Design mips_idex_stage, sky130hd; sources not shown.
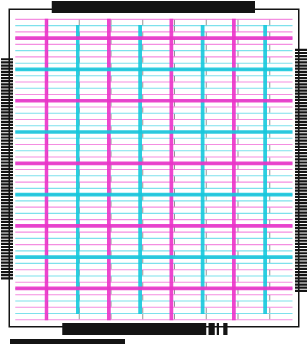
(run_1/pdn.png)
Bar = 50 um. Pins as bars on the die edge. Tap cells in gray.
- magenta: VSS
- cyan: VDD
- met1 rails: 49
- signal pins: 319
- met4 straps: 8
- tap cells: 200
Max IR drop VDD: 0.3085 mV
core area: 15,740 sq um
die span in x: 125.2 um

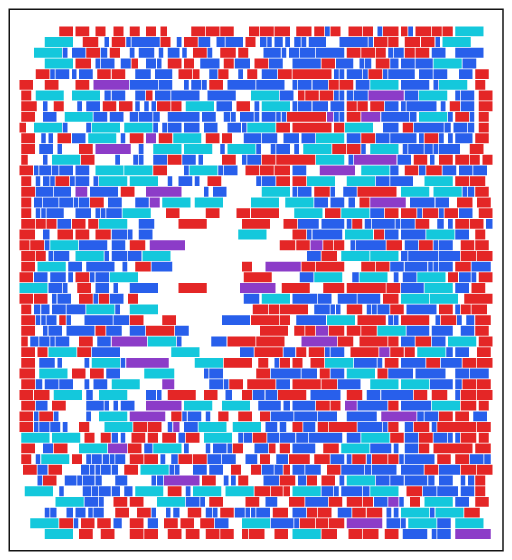
(run_1/cell_classes.png)
- purple: clock drivers and dummy loads (cells 32; share of their area 4.8%)
- red: other buffers and delay cells (cells 430; share of their area 36%)
- cyan: flip-flops (cells 123; share of their area 20%)
- blue: all other logic (cells 593; share of their area 40%)
Core Util, Final: 0.8111
post-route cell area: 12,760 sq um
Seq/total area: 0.1930

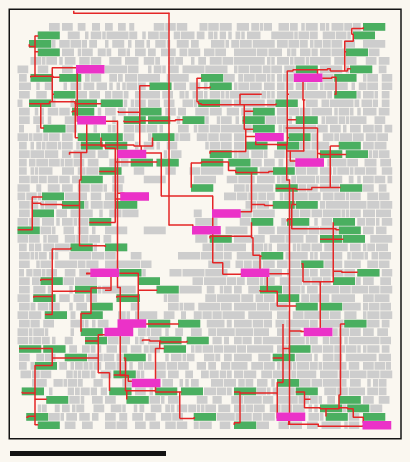
(run_1/clock_map.png)
Bar = 50 um.
- magenta: cells driving clock nets (count 17)
- green: flip-flops (count 123)
- red: clock wires (length 1,780 um)
- routed clock nets: 18
- flops lie: widely spread
part of the power in the clock network: 0.413
clock network power: 1730 uW
clk latency late pin: 0.43 ns

==> results.yml, run 1 <==
# implementation run metrics
sta:
  finalSetupViolations: 96
  worst_pin_slew_ns: 0.5930
  rsz0062_at_grt: "true"
  finalWorstSetupSlack_ns: -0.3571
  fmax_mhz: 252.7
finish:
  nFillCells: 913
  comb_area_sq_um: 4985
  layout.nets: 1372
  drive_gt1_frac: 0.3472
logic_synthesis:
  yosys-stat-cells: 790
  synth_cell_types: 42
  top_cell_area_share: 0.3626
  syn_inst: 790
  edf_count: 0
  ys_area_sq_um: 6790
  synth_flop_count: 123
  yosysMostFrequentCell: "nor2_1"
route:
  drt-initial-drc-count: 468
  num_vias: 7804
clock_tree:
  clockBufferDepth: 2
  numCtsBuffers: 17
  numClockSinks: 123
  cts_root_buffer: "clkbuf_16"
critical_path:
  crit_path_max_fanout: 6
  path_cells: "buf_6 > or4_4 > o211a_4 > buf_16 > nand3_1 > a31oi_4 > mux2_2 > buf_6"
  ff2ff_path_depth: 3
  cpLargestDelayFamily: "simple AND/OR/NAND/NOR gates"
  cpMostUsedCell: "buf_6"
  reg2reg_slack_ns: 2.44
floorplan:
  chip_area_sq_um: 17200
  ios: 319
pwr:
  leakage_uw: 0.005243
global_route:
  grt-ovfl-total: 0
  grt_pass1_vias: 7921
  grt_pass1_wl_mm: 43.59
status:
  violations: "negative setup slack"
  outcome: "finished with violations"
placement:
  place.gp.congestion: 0.9072
  io_buffer_count: 318
  placedCellCount: 1300
run:
  maxCapViolCount: 0
## run 1: cell usage in the layout (no fill, tap or decap), types with 8 or more instances in the layout
cell / instances
o31ai_1: 10
a21oi_1: 36
mux2_4: 10
nand2_1: 27
buf_16: 8
buf_2: 14
clkdlybuf4s50_1: 209
mux2i_1: 136
dfxtp_1: 122
a21boi_2: 19
clkbuf_16: 17
a31oi_4: 11
nor2_4: 11
o21ai_4: 11
buf_4: 101
buf_12: 25
o31ai_2: 11
buf_6: 68
a211oi_4: 20
nor2_2: 13
nor2_1: 180
## run 1: kinds of logic after synthesis
| logic type | Yosys count | share of synthesized area |
|---|---|---|
| flops | 123 | 0.3626 |
| buf+inv | 74 | 0.05196 |
| mux | 154 | 0.2290 |
| xor+xnor | 20 | 0.02580 |
| simple gates | 274 | 0.1703 |
| compound gates | 145 | 0.1603 |
## run 1: power by group
part           switching, uW  internal, uW  total (uW)
registers               31.7          1410        1440
logic                    473           547        1020
clock network            675          1060        1730
## run 1: final cells by class
class                      instances  area share
multi-input combinational        593      0.3905
tap                              200     0.01961
sequential                       123      0.1930
antenna                            1   0.0001961
clock buffer                      19     0.03549
timing repair buffer             430      0.3499
clock inverter                    13     0.01127
## run 1: routing by layer
layer	track usage	part of all wire
met1	0.3407	0.36
met2	0.5984	0.51
met3	0.08583	0.066
met4	0.2160	0.064
met5	0	0
## run 1: what timing repair did
item / 4_1_cts / 5_1_grt
pin swaps: 110 / 41
setup endpoints to repair: 96 / 96
setup buffers: 28 / 31
resized: 754 / 83
gates cloned: 11 / 0
## run 1: worst reg2reg max path: stages (launching register included)
cell,delay (ns)
dfxtp_2,0.34
buf_12,0.30
a22oi_1,0.15
nor2_1,0.11
## run 1: per-stage QoR
step                      area (sq um)  hold slack, ns
after floorplan                   6437          0.2568
after global placement           10550          0.2496
after detailed placement         10550          0.2515
after CTS                        12410          0.2613
after global routing             12760          0.2893
final                            12760          0.2586
==> run 2, diff against run 1 <==
Settings changed: HOLD_SLACK_MARGIN 0.06 to 0.05.
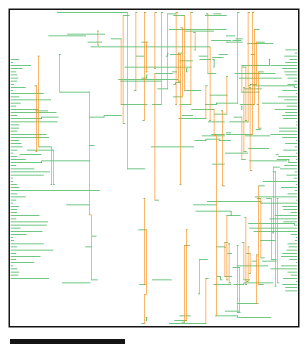
(run_2/metal_stack.png)
Bar = 50 um. Only two layers are drawn.
- green: met3 (wire length 2,020 um)
- orange: met4 (wire length 1,950 um)
GR Util All Layers: 0.3307
total number of vias: 7,804
WL/cell: 22.20 um
drt total wl: 30.62 mm

==> run 2 against run 1 <==
Against the previous run: the flow still finishes with violations (negative setup slack); synthesized cell count is the same; first-iteration DRC count unchanged; register-to-register slack barely moved; largest cell class unchanged; worst hold slack stayed put.
==> results.yml, run 2 <==
# implementation run metrics
floorplan:
  fp_util: 0.4315
  coreArea_sq_um: 15740
  die_w_um: 125.2
  ios: 319
  chip_area_sq_um: 17200
logic_synthesis:
  yosys.area_share.simple: 0.1703
  synth_cell_types: 42
  ys_sh_xor: 0.02580
  edf_count: 0
  yosysMostFrequentCell: "nor2_1"
  fa_ha_area_frac: 0
  synth.logic.top_family: "multiplexers"
  top_cell_area_share: 0.3626
  ys_sh_mux: 0.2290
  synth_flop_count: 123
  ys_area_sq_um: 6790
  synthAoiAreaFrac: 0.1603
  yosys-stat-cells: 790
  syn_inst: 790
critical_path:
  reg2reg_slack_ns: 2.44
  ff2ff_path_depth: 3
route:
  drt-initial-drc-count: 468
sta:
  finalWorstSetupSlack_ns: -0.3571
  finalSetupViolations: 96
  worst_pin_slew_ns: 0.5930
  fmax_mhz: 252.7
  rsz0062_at_grt: "true"
placement:
  place.gp.congestion: 0.9072
  io_buffer_count: 318
  placedCellCount: 1300
finish:
  drive_gt1_frac: 0.3472
  nFillCells: 913
  layout.nets: 1372
  layout_top_cell: "clkdlybuf4s50_1"
clock_tree:
  clk-insertion-delay-late_ns: 0.43
  numCtsBuffers: 17
  numClockSinks: 123
  cts_root_buffer: "clkbuf_16"
global_route:
  grt_pass1_wl_mm: 43.59
  grt_pass1_vias: 7921
  grt-ovfl-total: 0
run:
  maxCapViolCount: 0
status:
  outcome: "finished with violations"
  violations: "negative setup slack"
[run 2: cell counts after synthesis]
No cell type changed its count.
[run 2: final cells by class]
cell class              instances  area share
multi-input cells             593      0.3905
well taps                     200     0.01961
diodes                          1   0.0001961
flip-flops and latches        123      0.1930
clock buffers                  19     0.03549
clock inverters                13     0.01127
repair buffers                430      0.3499
[run 2: worst max-delay path, delay by kind of cell]
family / cells / cell delay (ns)
and+or+nand+nor: 2 / 0.75
AOI/OAI and AO/OA: 2 / 0.49
buffers and inverters: 3 / 0.42
muxes: 1 / 0.30
[run 2: kinds of logic (layout without fill, tap and decap cells)]
| family | after synthesis | in the layout |
|---|---|---|
| other | 0 | 1 |
| XOR/XNOR | 20 | 20 |
| multiplexers | 154 | 154 |
| flip-flops | 123 | 123 |
| AND-OR/OR-AND | 145 | 145 |
| AND/OR/NAND/NOR | 274 | 274 |
| buffers and inverters | 74 | 462 |
[run 2: metrics by stage]
stage / util / TNS, ns / hold slack, ns / instance area (sq um)
after CTS: 0.7890 / -18.94 / 0.2613 / 12410
after floorplan: - / -79.02 / 0.2568 / 6437
after global routing: 0.8110 / -24.79 / 0.2893 / 12760
final: 0.8111 / -19.36 / 0.2586 / 12760
after detailed placement: 0.6704 / -94.41 / 0.2515 / 10550
after global placement: 0.6704 / -91.65 / 0.2496 / 10550
[run 2: power by group]
| part | leakage, uW | switching (uW) | internal [uW] | total [uW] |
|---|---|---|---|---|
| logic | 0.00396 | 473 | 547 | 1020 |
| clock network | 0.000282 | 675 | 1060 | 1730 |
| registers | 0.00100 | 31.7 | 1410 | 1440 |
[run 2: layer usage]
layer | routed length [um] | GRT usage | vias to the layer above
met5 | 0 | 0 | -
met4 | 1952 | 0.2160 | 0
met1 | 10900 | 0.3407 | 3751
met3 | 2016 | 0.08583 | 135
li1 | - | - | 3494
met2 | 15750 | 0.5984 | 424
[run 2: timing repair]
| item | CTS | global route |
|---|---|---|
| setup buffers | 28 | 31 |
| endpoints found under the hold margin | 0 | 0 |
| pin swaps | 110 | 41 |
| resized | 754 | 83 |
| gates cloned | 11 | 0 |
| setup endpoints to repair | 96 | 96 |
Power is estimated from default activity; no workload was simulated.
